File: src/rtl/if_fetch_unit_pkg.sv
// Shared definitions for the instruction-fetch stage: FSM encodings,
// parameter defaults and a word-alignment helper.
package if_fetch_unit_pkg;

  // FSM state encodings (plain constants for legacy-tool compatibility)
  localparam logic [1:0] FETCH_REQ  = 2'd0;
  localparam logic [1:0] FETCH_WAIT = 2'd1;
  localparam logic [1:0] FETCH_HOLD = 2'd2;

  // Parameter defaults
  localparam logic [31:0] RESET_PC_DEFAULT = 32'h0000_0000;
  localparam int unsigned PC_STEP_DEFAULT  = 4;

  // addi x0, x0, 0
  localparam logic [31:0] NOP_INSN = 32'h0000_0013;

  // Clear the byte-offset bits so every fetch address is word aligned
  function automatic logic [31:0] align_word(input logic [31:0] addr);
    return addr & 32'hFFFF_FFFC;
  endfunction

endpackage

File: src/rtl/if_fetch_unit_pc_next.sv
// Combinational next-PC select for the fetch stage.
// Priority: redirect (aligned target) > sequential increment > hold.
module if_pc_next
  import if_fetch_unit_pkg::*;
#(
  parameter int unsigned PC_STEP = PC_STEP_DEFAULT
) (
  input  logic [31:0] pc,
  input  logic        redirect_valid,
  input  logic [31:0] redirect_pc,
  input  logic        advance,
  output logic [31:0] pc_next
);

  // Redirect wins over advance; increment wraps modulo 2^32
  always_comb begin
    pc_next = pc;
    if (redirect_valid) begin
      pc_next = align_word(redirect_pc);
    end else if (advance) begin
      pc_next = pc + 32'(PC_STEP);
    end
  end

endmodule

File: src/rtl/if_fetch_unit.sv
// Instruction-fetch stage feeding the IF/ID register.
// Single-outstanding req/gnt/rvalid handshake to instruction memory, with
// redirect handling and discard of stale in-flight responses.
// Optional: define IF_PERF_CNT_EN to add perf_fetch_cnt / perf_stall_cnt.
module if_fetch_unit
  import if_fetch_unit_pkg::*;
#(
  parameter logic [31:0] RESET_PC = RESET_PC_DEFAULT,
  parameter int unsigned PC_STEP  = PC_STEP_DEFAULT
) (
  input  logic        clk,
  input  logic        rst,
`ifdef IF_PERF_CNT_EN
  output logic [31:0] perf_fetch_cnt,
  output logic [31:0] perf_stall_cnt,
`endif
  input  logic        pc_write,
  input  logic        dstall,
  input  logic        redirect_valid,
  input  logic [31:0] redirect_pc,
  output logic        imem_req,
  output logic [31:0] imem_addr,
  input  logic        imem_gnt,
  input  logic        imem_rvalid,
  input  logic [31:0] imem_rdata,
  output logic [31:0] inst_out,
  output logic [31:0] pc_out,
  output logic        istall
);

  logic [1:0]  state;
  logic [1:0]  state_next;
  logic [31:0] pc;
  logic [31:0] pc_next;
  logic        drop;
  logic        drop_next;
  logic        load_inst;
  logic        advance;

  // Outputs derived from state; reset cycle forces a stalled, idle interface
  always_comb begin
    istall    = ~rst | (state != FETCH_HOLD);
    imem_req  = rst & (state == FETCH_REQ);
    imem_addr = pc;
    advance   = pc_write & ~dstall & ~istall;
  end

  if_pc_next #(
    .PC_STEP(PC_STEP)
  ) u_pc_next (
    .pc            (pc),
    .redirect_valid(redirect_valid),
    .redirect_pc   (redirect_pc),
    .advance       (advance),
    .pc_next       (pc_next)
  );

  // Next-state logic for the fetch FSM and the stale-response drop flag
  always_comb begin
    state_next = state;
    drop_next  = drop;
    load_inst  = 1'b0;
    case (state)
      FETCH_REQ: begin
        // A redirect alongside the grant means the granted address is stale
        if (imem_gnt) begin
          state_next = FETCH_WAIT;
          drop_next  = redirect_valid;
        end
      end
      FETCH_WAIT: begin
        if (imem_rvalid) begin
          drop_next = 1'b0;
          if (drop || redirect_valid) begin
            state_next = FETCH_REQ;
          end else begin
            state_next = FETCH_HOLD;
            load_inst  = 1'b1;
          end
        end else if (redirect_valid) begin
          drop_next = 1'b1;
        end
      end
      FETCH_HOLD: begin
        if (redirect_valid || advance) begin
          state_next = FETCH_REQ;
        end
      end
      default: begin
        state_next = FETCH_REQ;
        drop_next  = 1'b0;
      end
    endcase
  end

  // State, PC and IF/ID output registers with synchronous active-low reset
  always_ff @(posedge clk) begin
    if (!rst) begin
      state    <= FETCH_REQ;
      pc       <= align_word(RESET_PC);
      drop     <= 1'b0;
      inst_out <= '0;
      pc_out   <= '0;
    end else begin
      state <= state_next;
      pc    <= pc_next;
      drop  <= drop_next;
      if (load_inst) begin
        inst_out <= imem_rdata;
        pc_out   <= pc;
      end
    end
  end

`ifdef IF_PERF_CNT_EN
  // Performance counters: consumed instructions and stalled cycles, wrapping
  always_ff @(posedge clk) begin
    if (!rst) begin
      perf_fetch_cnt <= '0;
      perf_stall_cnt <= '0;
    end else begin
      if (advance) begin
        perf_fetch_cnt <= perf_fetch_cnt + 32'd1;
      end
      if (istall) begin
        perf_stall_cnt <= perf_stall_cnt + 32'd1;
      end
    end
  end
`endif

endmodule

File: config.mk
export PLATFORM = sky130hd
export DESIGN_NAME = if_fetch_unit
export DESIGN_NICKNAME = d
export VERILOG_FILES = /design/src/rtl/if_fetch_unit_pkg.sv /design/src/rtl/if_fetch_unit_pc_next.sv /design/src/rtl/if_fetch_unit.sv
export SDC_FILE = /design/constraint.sdc
export NUM_CORES = 1
export LEC_CHECK = 0
export ABC_AREA = 1
export CAP_MARGIN = 30
export CORE_AREA = 2 2 104 106
export CTS_CLUSTER_DIAMETER = 100
export CTS_CLUSTER_SIZE = 30
export DETAILED_ROUTE_END_ITERATION = 10
export DIE_AREA = 0 0 106 108
export PLACE_DENSITY = 0.79
export SLEW_MARGIN = 20
export SYNTH_ARGS = -nofsm -noshare
export SYNTH_HDL_FRONTEND = slang
export SYNTH_SLANG_ARGS = --single-unit
File: constraint.sdc
create_clock -name clk -period 1.6 [get_ports clk]
set_input_delay 0.32 -clock clk [delete_from_list [all_inputs] [get_ports clk]]
set_output_delay 0.32 -clock clk [all_outputs]
set_load 0.02 [all_outputs]
==> qor.txt, run 1 <==
Met2 GRT Util - 37.5%
Worst Setup SP - imem_addr[9]$_SDFFE_PN0P_
Clock transition at path regs - 110 ps
Logic area - 2160 µm²
CP startpoint kind - flip-flop
Synth top area share - 42.9%
Crit path max fanout - 6
Final net count - 878
Outcome - finished clean
Crit path kind - reg -> out
DP Cell Count - 929
Power per Cell Area - 788 nW/µm²
Design area - 6360 µm²
Critical Path End Type - output pin
Number of flip-flops under the largest register name - 32
Synthesized area - 4440 µm²
H-tree depth - 3
Largest net degree at the start of global routing - 49
Pre-antenna DRT Iters - 5
Final WS setup - 65.3 ps
CTS tree - yes
Seq share, synth - 42.9%
Adder-cell share of the synthesized area - 0.282%
Sum of buffers and inverters on the critical path - 1
Crit path DRT - 1280 ps
run 1: final cells by class:
| type | instances | area share, % |
|---|---|---|
| Inverter | 52 | 3.07 |
| Clock inverter | 7 | 1.06 |
| Sequential cell | 95 | 30.1 |
| Clock buffer | 9 | 1.95 |
| Tap cell | 136 | 2.68 |
| Multi-Input combinational cell | 460 | 34.0 |
| Timing Repair Buffer | 188 | 27.1 |
run 1: cell usage in the layout (no fill, tap or decap), types with 2 or more instances in the layout:
cell | netlist | final
conb_1 | 1 | 4
o21ai_1 | 7 | 8
nand2_4 | 1 | 2
or2_2 | 2 | 2
nand2_2 | 4 | 3
nor2_2 | 3 | 7
clkdlybuf4s50_1 | 0 | 67
nor2_4 | 7 | 8
nor2_1 | 135 | 130
a31oi_1 | 3 | 3
xor2_1 | 3 | 3
o21ai_0 | 81 | 80
buf_4 | 9 | 23
dfxtp_2 | 0 | 8
a211oi_1 | 2 | 2
a21oi_1 | 46 | 46
buf_2 | 5 | 3
dlygate4sd2_1 | 0 | 92
xnor2_1 | 3 | 3
nand4_1 | 2 | 2
clkbuf_8 | 0 | 9
inv_1 | 48 | 48
nand2_1 | 112 | 112
inv_2 | 3 | 3
nand3b_1 | 2 | 2
clkinvlp_4 | 0 | 3
buf_12 | 0 | 3
dfxtp_1 | 95 | 87
nand3_1 | 35 | 35
run 1: worst paths after layout:
check | to | slack, ps | cells past startpoint
max | imem_addr[9] | 70 | 1
min | inst_out[1]$_SDFFE_PN0P_ | 460 | 4
max reg2reg | imem_addr[18]$_SDFFE_PN0P_ | 120 | 9
min reg2reg | inst_out[14]$_SDFFE_PN0P_ | 490 | 2
run 1: power by group:
part           total, mW  switching [mW]  internal (mW)
Clock               1.54           0.940          0.597
Sequential          2.58          0.0979           2.48
Combinational      0.892           0.490          0.402
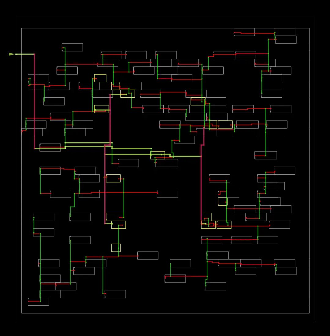
Run 1: the clock network
Worst Skew: 11.7 ps
Clk. pwr: 1.54 mW
CTS Buf Count: 9
# clock sinks: 95

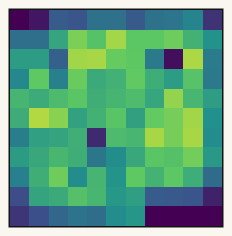
Run 1: placement density heat map
(2 px per µm) 11 x 11 tiles, from dark purple (low) to yellow (high), 0 to 100% covered.
The densest ninth of the die: right middle. The mean over all tiles is 54%. The fullest tile reaches 88%. 18% of the tiles are over 75% full. 4.1% of the tiles are nearly empty. The emptiest ninth of the die: bottom right.
Floorplan Utilization: 43.4%
Finished Core Util: 62.1%
core footprint: 10,200 µm²

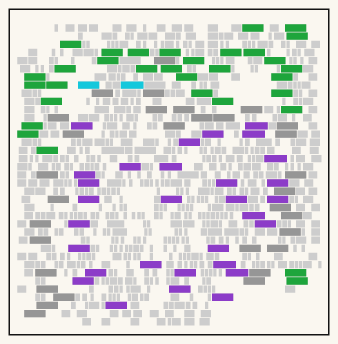
Run 1: register map, names as in the netlist
(3 px per µm)
Key: inst_out = green [flops 32]; state = cyan [flops 2]; imem_addr = purple [flops 30]
Another 31 sequential cells are not colored.

==> run 1 -> run 2 <==
--- a/config.mk
+++ b/config.mk
@@ -7,12 +7,12 @@
 export LEC_CHECK = 0
 export ABC_AREA = 1
 export CAP_MARGIN = 30
-export CORE_AREA = 2 2 104 106
+export CORE_AREA = 2 2 124 90
 export CTS_CLUSTER_DIAMETER = 100
 export CTS_CLUSTER_SIZE = 30
 export DETAILED_ROUTE_END_ITERATION = 10
-export DIE_AREA = 0 0 106 108
-export PLACE_DENSITY = 0.79
+export DIE_AREA = 0 0 126 92
+export PLACE_DENSITY = 0.78
 export SLEW_MARGIN = 20
 export SYNTH_ARGS = -nofsm -noshare
 export SYNTH_HDL_FRONTEND = slang
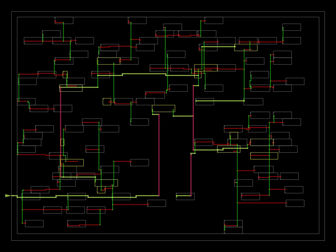
Run 2: the clock network
Worst Skew: 8.53 ps
seq_cells: 95

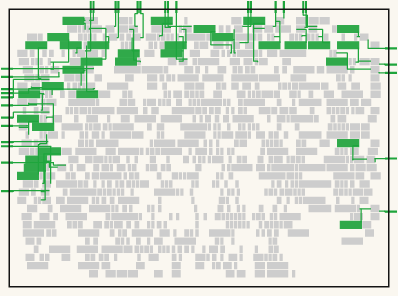
Run 2: nets reached from selected ports
(3 px per µm)
Key: inst_out = green [bits 32, direction output, edge 15 top, 12 left, 5 right, end cells 32, buffers 32, wire 725 µm]

==> run 2 against run 1 <==
Net effect:
- fmax increased by 1.8%
- via count down 0.53%
- cell count fell by 0.53%
- synthesized cell count unchanged
- flip-flop count unchanged
- total power rose by 13%
- sequential share of layout area shrank 0.45 points
- critical path type is now reg -> reg
- die area increased by 1.3%
- global-route usage rose by 0.81 points
- clock skew down 3.2 ps
- clock power is 42% higher
- highest routed layer unchanged
- critical endpoint is now imem_addr[22]$_SDFFE_PN0P_
==> qor.txt, run 2 <==
Pre-antenna DRT Iters - 5
CP startpoint kind - flip-flop
Dominant logic cell type in the layout - nor2_1
Top cells by area - dfxtp_1, nor2_1, nand2_1
Crit path kind - reg -> reg
Critical path cell sequence - nand2_1, nor2_1, nand2_1, nor2_4, nand2_1, o21ai_0, a21oi_1
P_seq - 2.59 mW
Design area - 6450 µm²
Outcome - finished clean
Clock transition at path regs - 70 ps
Seq share, synth - 42.9%
Critical Path End Type - flip-flop
Number of flip-flops under the largest register name - 32
Final WS setup - 92.9 ps
Sum of buffers and inverters on the critical path - 0
Combinational cell power - 892 µW
Flop pwr share - 45.7%
H-tree depth - 3
DP Cell Count - 926
Top power group - registers
Crit path DRT - 1830 ps
Synthesized area - 4440 µm²
Final net count - 873
Net Switching - 1.56 mW
Finished Core Util - 61.1%
CTS tree - yes
Floorplan Utilization - 42.0%
Power share of the combinational group - 15.8%
Clk. pwr - 2.18 mW
Clock power share - 38.5%
Synth top area share - 42.9%
CTS Buf Count - 9
-- run 2: per-layer routing --
metal | routed length, µm | GRT usage [%] | up-vias
met5 | 0 | 0 | -
met4 | 110 | 5.49 | 0
met3 | 1220 | 7.76 | 9
met2 | 6150 | 37.3 | 173
met1 | 6350 | 32.2 | 2117
li1 | - | - | 2375
-- run 2: what timing repair did --
action                                  CTS  global route
endpoints found under the setup margin   93            19
gates resized                            96            21
pin swaps                                 0             1
-- run 2: cell families after synthesis --
kind of cell,count (synthesis),share of synthesized area [%]
XOR/XNOR,6,1.18
AND/OR/NAND/NOR,308,30.2
other,1,0.0845
adder cells (fa/ha/maj),1,0.282
flip-flops,95,42.9
AND-OR/OR-AND,141,16.2
buffers and inverters,87,9.19
-- run 2: cell type report --
class / instances / area, µm² / area share, %
Inverter: 52 / 195 / 3.02
Multi-Input combinational cell: 460 / 2160 / 33.5
Clock inverter: 6 / 68.8 / 1.07
Tap cell: 136 / 170 / 2.64
Sequential cell: 95 / 1910 / 29.6
Timing Repair Buffer: 183 / 1720 / 26.6
Clock buffer: 10 / 229 / 3.55
-- run 2: worst register-to-register path: stages, from the launching register on --
cell,delay (ps)
dfxtp_1,450
nand2_1,170
nor2_1,160
nand2_1,100
nor2_4,170
nand2_1,90
o21ai_0,160
a21oi_1,90
-- run 2: final timing paths --
check	end	slack, ps	depth (start not counted)	start
min	inst_out[12]$_SDFFE_PN0P_	470	2	inst_out[12]$_SDFFE_PN0P_
max reg2reg	imem_addr[22]$_SDFFE_PN0P_	90	7	imem_addr[10]$_SDFFE_PN0P_
min reg2reg	inst_out[12]$_SDFFE_PN0P_	470	2	inst_out[12]$_SDFFE_PN0P_
max	imem_addr[22]$_SDFFE_PN0P_	90	7	imem_addr[10]$_SDFFE_PN0P_
No activity file was given, so power comes from the tool's default toggle rates.
